pdn.png
Scale bar: 50 microns. Pins as bars on the die edge.
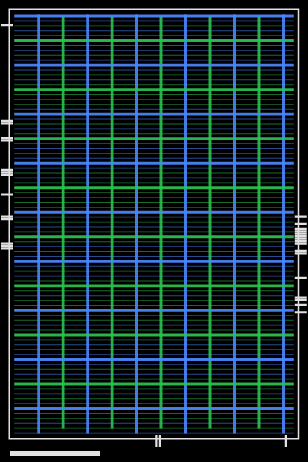
cell_classes.png
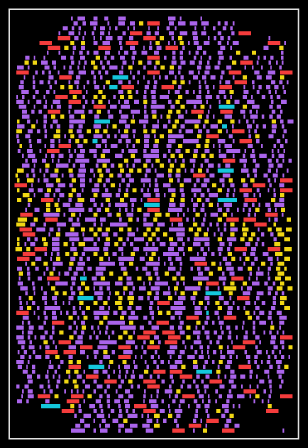
density.png
Scale bar: 50 microns. 16 x 24 tiles, from black (low) to pale yellow (high), 0 to 100% covered.
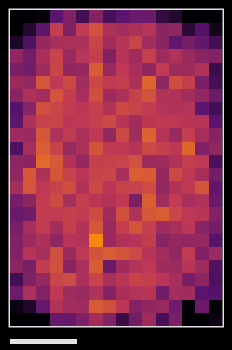
--- config.mk ---
export PLATFORM = sky130hd
export DESIGN_NAME = vga_multiball
export DESIGN_NICKNAME = d
export VERILOG_FILES = /design/src/rtl/vga_multiball.sv
export SDC_FILE = /design/constraint.sdc
export NUM_CORES = 1
export LEC_CHECK = 0
export CAP_MARGIN = 10
export CELL_PAD_IN_SITES_DETAIL_PLACEMENT = 2
export CELL_PAD_IN_SITES_GLOBAL_PLACEMENT = 2
export CORE_ASPECT_RATIO = 1.5
export CORE_MARGIN = 2
export CORE_UTILIZATION = 34
export CTS_CLUSTER_DIAMETER = 60
export DETAILED_ROUTE_END_ITERATION = 12
export PLACE_DENSITY_LB_ADDON = 0.1
export SETUP_SLACK_MARGIN = 0.15
export SLEW_MARGIN = 20
export SYNTH_ARGS = -nofsm -noshare
export SYNTH_HDL_FRONTEND = slang
export SYNTH_SLANG_ARGS = --single-unit
--- constraint.sdc ---
create_clock -name clk -period 3.7 [get_ports clk]
set_clock_uncertainty 0.05 [all_clocks]
set_input_delay 0.74 -clock clk [delete_from_list [all_inputs] [get_ports clk]]
set_output_delay 0.74 -clock clk [all_outputs]
set_load 0.005 [all_outputs]
--- src/rtl/vga_multiball.sv ---
// ============================================================================
// Module   : vga_multiball
// Purpose  : Multi-ball sprite engine for the 640x480 VGA pipeline. Draws
//            NBALL square balls, latches edge collisions while the visible
//            area is scanned and moves one ball per cycle offscreen.
//            Optional macro VGA_MULTIBALL_COLLIDE_EN adds ball-to-ball bounce.
// Revision : 1.0 - initial release
// ============================================================================
`default_nettype none

module vga_multiball #(
  parameter int NBALL    = 4,
  parameter int SIZE     = 6,
  parameter int STEP     = 1,
  parameter int H_ACTIVE = 640,
  parameter int V_ACTIVE = 480,
  parameter int XSPACE   = 97,
  parameter int YSPACE   = 61
) (
  input  logic       clk,
  input  logic       reset,
  input  logic [9:0] hc,
  input  logic [9:0] vc,
  input  logic       videoactive,
  input  logic       offscreen,
  input  logic       coll_top,
  input  logic       coll_right,
  input  logic       coll_bottom,
  input  logic       coll_left,
  output logic       pixel_ball,
  output logic [2:0] pixel_id,
  output logic       frame_tick
);

  localparam logic [9:0]  c_SIZE_M1 = 10'(SIZE - 1);
  localparam logic [10:0] c_STEP11  = 11'(STEP);
  localparam logic [10:0] c_H11     = 11'(H_ACTIVE);
  localparam logic [10:0] c_V11     = 11'(V_ACTIVE);
  localparam logic [2:0]  c_K_LAST  = 3'(NBALL - 1);

  typedef enum logic [1:0] {
    S_IDLE   = 2'd0,
    S_SCAN   = 2'd1,
    S_UPDATE = 2'd2,
    S_DONE   = 2'd3
  } state_t;

  state_t           r_state;
  state_t           w_state_next;
  logic [2:0]       r_k;
  logic [2:0]       w_k_next;
  logic [NBALL-1:0] w_hit;

  // One-axis move with wrap; sums are 11 bits so x+STEP never overflows.
  function automatic logic [9:0] f_move(input logic [9:0]  pos,
                                        input logic        neg,
                                        input logic [10:0] lim);
    logic [10:0] s;
    if (!neg) begin
      s = {1'b0, pos} + c_STEP11;
      if (s > lim - 11'd1) s = s - lim;
    end else if ({1'b0, pos} < c_STEP11) begin
      s = {1'b0, pos} + lim - c_STEP11;
    end else begin
      s = {1'b0, pos} - c_STEP11;
    end
    return 10'(s);
  endfunction

  // ---------------------------------------------------------------- FSM
  always_ff @(posedge clk) begin
    if (reset) begin
      r_state <= S_IDLE;
      r_k     <= '0;
    end else begin
      r_state <= w_state_next;
      r_k     <= w_k_next;
    end
  end

  always_comb begin
    w_state_next = r_state;
    w_k_next     = r_k;
    frame_tick   = 1'b0;
    case (r_state)
      S_IDLE: begin
        if (!offscreen) w_state_next = S_SCAN;
      end
      S_SCAN: begin
        if (offscreen) begin
          w_state_next = S_UPDATE;
          w_k_next     = '0;
        end
      end
      S_UPDATE: begin
        if (r_k == c_K_LAST) w_state_next = S_DONE;
        else                 w_k_next     = r_k + 3'd1;
      end
      S_DONE: begin
        frame_tick   = 1'b1;
        w_state_next = S_IDLE;
      end
      default: w_state_next = S_IDLE;
    endcase
  end

`ifdef VGA_MULTIBALL_COLLIDE_EN
  localparam logic [NBALL-1:0] c_ONE = NBALL'(1);
  logic w_multi;
  // Clearing the lowest set bit leaves something only if two balls overlap.
  assign w_multi = |(w_hit & (w_hit - c_ONE));
`endif

  // ---------------------------------------------------------------- balls
  for (genvar i = 0; i < NBALL; i++) begin : g_ball
    localparam logic [9:0] c_X0  = 10'((i * XSPACE) % H_ACTIVE);
    localparam logic [9:0] c_Y0  = 10'((i * YSPACE) % V_ACTIVE);
    localparam logic       c_DH0 = 1'(i % 2);
    localparam logic       c_DV0 = 1'((i / 2) % 2);

    logic [9:0] r_x, r_y;
    logic       r_dir_h, r_dir_v;
    logic       r_cm_top, r_cm_right, r_cm_bottom, r_cm_left;
    logic [9:0] w_dx, w_dy;
    logic       w_dh, w_dv;
    logic       w_sel, w_mark;
`ifdef VGA_MULTIBALL_COLLIDE_EN
    logic       r_cm_ball;
`endif

    // Unsigned modulo-1024 differences make one compare per axis suffice.
    assign w_dx     = hc - r_x;
    assign w_dy     = vc - r_y;
    assign w_hit[i] = (w_dx <= c_SIZE_M1) && (w_dy <= c_SIZE_M1);
    assign w_sel    = (r_state == S_UPDATE) && (r_k == 3'(i));
    assign w_mark   = (r_state == S_SCAN) && videoactive && w_hit[i];

    always_comb begin
      w_dh = r_dir_h;
      w_dv = r_dir_v;
`ifdef VGA_MULTIBALL_COLLIDE_EN
      if (r_cm_ball) begin
        w_dh = ~r_dir_h;
        w_dv = ~r_dir_v;
      end
`endif
      if (r_cm_top && !r_cm_bottom)      w_dv = 1'b1;
      else if (r_cm_bottom && !r_cm_top) w_dv = 1'b0;
      if (r_cm_left && !r_cm_right)      w_dh = 1'b1;
      else if (r_cm_right && !r_cm_left) w_dh = 1'b0;
    end

    always_ff @(posedge clk) begin
      if (reset) begin
        r_x         <= c_X0;
        r_y         <= c_Y0;
        r_dir_h     <= c_DH0;
        r_dir_v     <= c_DV0;
        r_cm_top    <= 1'b0;
        r_cm_right  <= 1'b0;
        r_cm_bottom <= 1'b0;
        r_cm_left   <= 1'b0;
`ifdef VGA_MULTIBALL_COLLIDE_EN
        r_cm_ball   <= 1'b0;
`endif
      end else begin
        if (r_state == S_IDLE) begin
          r_cm_top    <= 1'b0;
          r_cm_right  <= 1'b0;
          r_cm_bottom <= 1'b0;
          r_cm_left   <= 1'b0;
`ifdef VGA_MULTIBALL_COLLIDE_EN
          r_cm_ball   <= 1'b0;
`endif
        end else if (w_mark) begin
          r_cm_top    <= r_cm_top    | coll_top;
          r_cm_right  <= r_cm_right  | coll_right;
          r_cm_bottom <= r_cm_bottom | coll_bottom;
          r_cm_left   <= r_cm_left   | coll_left;
`ifdef VGA_MULTIBALL_COLLIDE_EN
          r_cm_ball   <= r_cm_ball   | w_multi;
`endif
        end
        if (w_sel) begin
          r_dir_h <= w_dh;
          r_dir_v <= w_dv;
          r_x     <= f_move(r_x, w_dh, c_H11);
          r_y     <= f_move(r_y, w_dv, c_V11);
        end
      end
    end
  end

  // ---------------------------------------------------------------- pixel out
  always_comb begin
    pixel_id = '0;
    for (int i = NBALL - 1; i >= 0; i--) begin
      if (w_hit[i]) pixel_id = 3'(i);
    end
  end

  assign pixel_ball = (|w_hit) && videoactive;

endmodule

`default_nettype wire

==> run_results.csv <==
group,metric,value,unit
power,p_leak,6.65,nW
cts,clk_pin_slew,0.09,ns
place,portBuffers,31,
yosys,postSynthSeqShare,17.7,%
drt,drc,0,
global_routing,overflow,0,
worst_hold_path,worstHoldPathType,"reg2reg",
cts,numCtsBuffers,9,
cts,holdBufCountCts,0,
place,place_inst,2394,
final_timing,setup_viol,3,
cts,cts_sinks,109,
final_layout,nets,2107,
final_timing,fin_ws,-0.821,ns
job,warnings,67,
critical_path,r2r-start,"g_ball[2].r_x[0]",
yosys,synth_top_cell_by_area,"dfxtp_1",
yosys,fp_nets,1828,
place,hpwl,43100,microns
power,total_power,4.60,mW
final_layout,final_util,45.9,%
global_routing,track_usage,30.0,%
final_timing,fin_tns_setup,-2.31,ns
status,violations,"setup timing",
drt,drt_first_iter_violations,800,
final_layout,fin_cells,2433,
final_timing,drv_slew,0,
final_layout,n_antenna_cell,0,
critical_path,required,2.91,ns
yosys,top_area_share,17.7,%
drt,drt_wl_total,63400,microns
yosys,yosys_cells,1671,
cts,clk_latency,0.40,ns
final_timing,period_used_share,122,%
floorplanning,dieArea,37800,sq um
final_timing,hold_viol,0,
yosys,postSynthAreaPerCell,7.38,sq um
final_timing,slew-limit-headroom,40.6,%
floorplanning,pin_count,33,
final_layout,syn_to_final_growth,33.4,%
critical_path,endpoint_kind,"primary output",
yosys,synth-seq-cells,109,
yosys,netlist_top_cells_area,"dfxtp_1 18%, ha_1 12%, xnor2_1 5.8%, a21oi_1 5.0%, nor2_1 4.0%",
drt,via_count,14700,
place,dp_slack,-1.50,ns
cts,root_buffer,"clkbuf_16",
final_timing,fmaxAchievable,0.221,GHz
final_timing,rsz0062_at_grt,"true",
global_routing,grt_pass1_vias,16000,
yosys,ys_types,91,
yosys,most_common_cell,"nor2_1",
yosys,flop_cell,"dfxtp_1",
yosys,synthArstFlopShare,0,%
cts,cts_tree,"built",
yosys,yosys_area,12300,sq um
critical_path,arrival,3.73,ns
global_routing,grt_first_pass_wirelength,89800,microns
yosys,syn_area,12300,sq um
critical_path,critPathLaunch,"g_ball[2].r_x[0]",
critical_path,critPathMaxFanout,4,
drt,antenna_left,0,
final_layout,fin_area,16400,sq um
critical_path,critPathKind,"reg2out",
yosys,edf_count,0,
final_timing,hold_slack,0.449,ns
drt,firstDrtPassIters,5,
global_routing,antenna_found_initial,0,
floorplanning,initial_core_util,34.4,%
critical_path,crit_path_start_kind,"flip-flop",
global_routing,grt_max_degree,73,
place,place_congestion,0.931,
floorplanning,num_rows,85,
drt,wl_per_cell,26.0,microns
final_timing,period_minus_slack,4.52,ns
drt,viasPerCell,6.05,
cts,htreeDepth,3,
yosys,netlist_top_cells_count,"132 x nor2_1, 124 x a21oi_1, 121 x ha_1",
power,power.density,280,nW/um^2
status,status,"finished, violations left",
job,maxCapViolCount,0,
final_layout,layout-drive-gt1-share,25.3,%
yosys,syn_inst,1671,
place,dpl_cell_area,15300,sq um
cts,ctsLongestPathBuffers,2,
-- pdn.png (at the start) --
legend:
  blue:
    net: VSS
  green:
    net: VDD
met5 straps: 17
met1 rails: 86
signal pins: 33
met4 straps: 11
rows: 85
Peak VDD IR: 0.237 mV
core area: 35,800 sq um
Die W: 160 microns
die y size: 237 microns

-- cell_classes.png (at the start) --
legend:
  red:
    class: flip-flops
    cells: 109
  cyan:
    class: clock drivers and dummy loads
    cells: 16
  yellow:
    class: other buffers and delay cells
    cells: 358
  purple:
    class: all other logic
    cells: 1,472

-- density.png (at the start) --
nearly empty tiles: 3.6%
mean over tiles: 42%
fullest tile: 73%

## cells in the final DEF (no fill, tap or decap), types with 22 or more instances in the layout
master	n
nand2_1	114
buf_4	314
and3_1	26
mux2i_1	25
nor2_1	130
dfxtp_1	109
nor3_1	56
ha_1	97
xnor2_1	80
nand4_1	35
a21o_1	27
nor4_1	22
a31oi_1	26
nand2b_1	24
xor2_1	23
o21ai_0	64
nand3_1	59
a21oi_1	114
inv_1	113
## routing by layer
metal	GRT usage, %	routed length, microns	vias up	share of wire (%)
met5	0	0	-	0
met4	16.4	4150	0	6.5
met3	3.52	2180	217	3.4
met2	57.7	33600	430	53
met1	31.4	23400	7418	37
li1	-	-	6659	-
## area by class of cell
cell class | count | area, sq um
sequential | 109 | 2180
inverter | 123 | 482
clock buffer | 10 | 239
tap | 478 | 598
clock inverter | 6 | 93.8
fill | 4113 | 19400
multi-input combinational | 1349 | 10100
timing repair buffer | 358 | 2790
## cells by family after synthesis
group / after synthesis / share of synthesized area [%]
simple gates: 597 / 25.1
compound gates: 481 / 26.4
buf+inv: 213 / 6.72
fa+ha+maj: 129 / 13.6
xor+xnor: 109 / 7.80
flops: 109 / 17.7
mux: 32 / 2.69
other cells: 1 / 0.0304
## sequential cells by signal (all words and copies together) (netlist names)
signal              count
g_ball.r_dir_v          4
g_ball.r_dir_h          4
r_k                     3
g_ball.r_cm_left        4
g_ball.r_cm_bottom      4
g_ball.r_y             40
g_ball.r_x             40
g_ball.r_cm_top         4
r_state                 2
g_ball.r_cm_right       4
## final timing paths
check                        end  slack, ns  cells after the start
max                  pixel_id[0]      -0.82                     13
min                       r_k[2]       0.45                      2
max reg2reg  g_ball[2].r_cm_left       0.23                     13
min reg2reg               r_k[2]       0.45                      2
## power breakdown
part | leakage [nW] | switching, mW | internal [mW]
clock | 0.165 | 0.584 | 0.622
sequential | 0.880 | 0.0526 | 1.23
combinational | 5.60 | 1.26 | 0.851
total | 6.65 | 1.90 | 2.70
## critical path, cell delays in order (launching register included)
cell	delay, ns
dfxtp_1	0.47
ha_4	0.24
fa_2	0.35
nor2b_4	0.09
or2_1	0.27
a31oi_1	0.27
nand4_1	0.16
or4_4	0.58
nor4b_4	0.26
buf_4	0.17
buf_6	0.11
nor3_4	0.04
o21ba_4	0.21
buf_6	0.11
## timing repair
action | CTS | global route
endpoints found under the setup margin | 19 | 8
gates resized | 97 | 96
setup buffers | 13 | 10
pin swaps | 28 | 47
gates cloned | 0 | 0
Power is estimated from default activity; no workload was simulated.
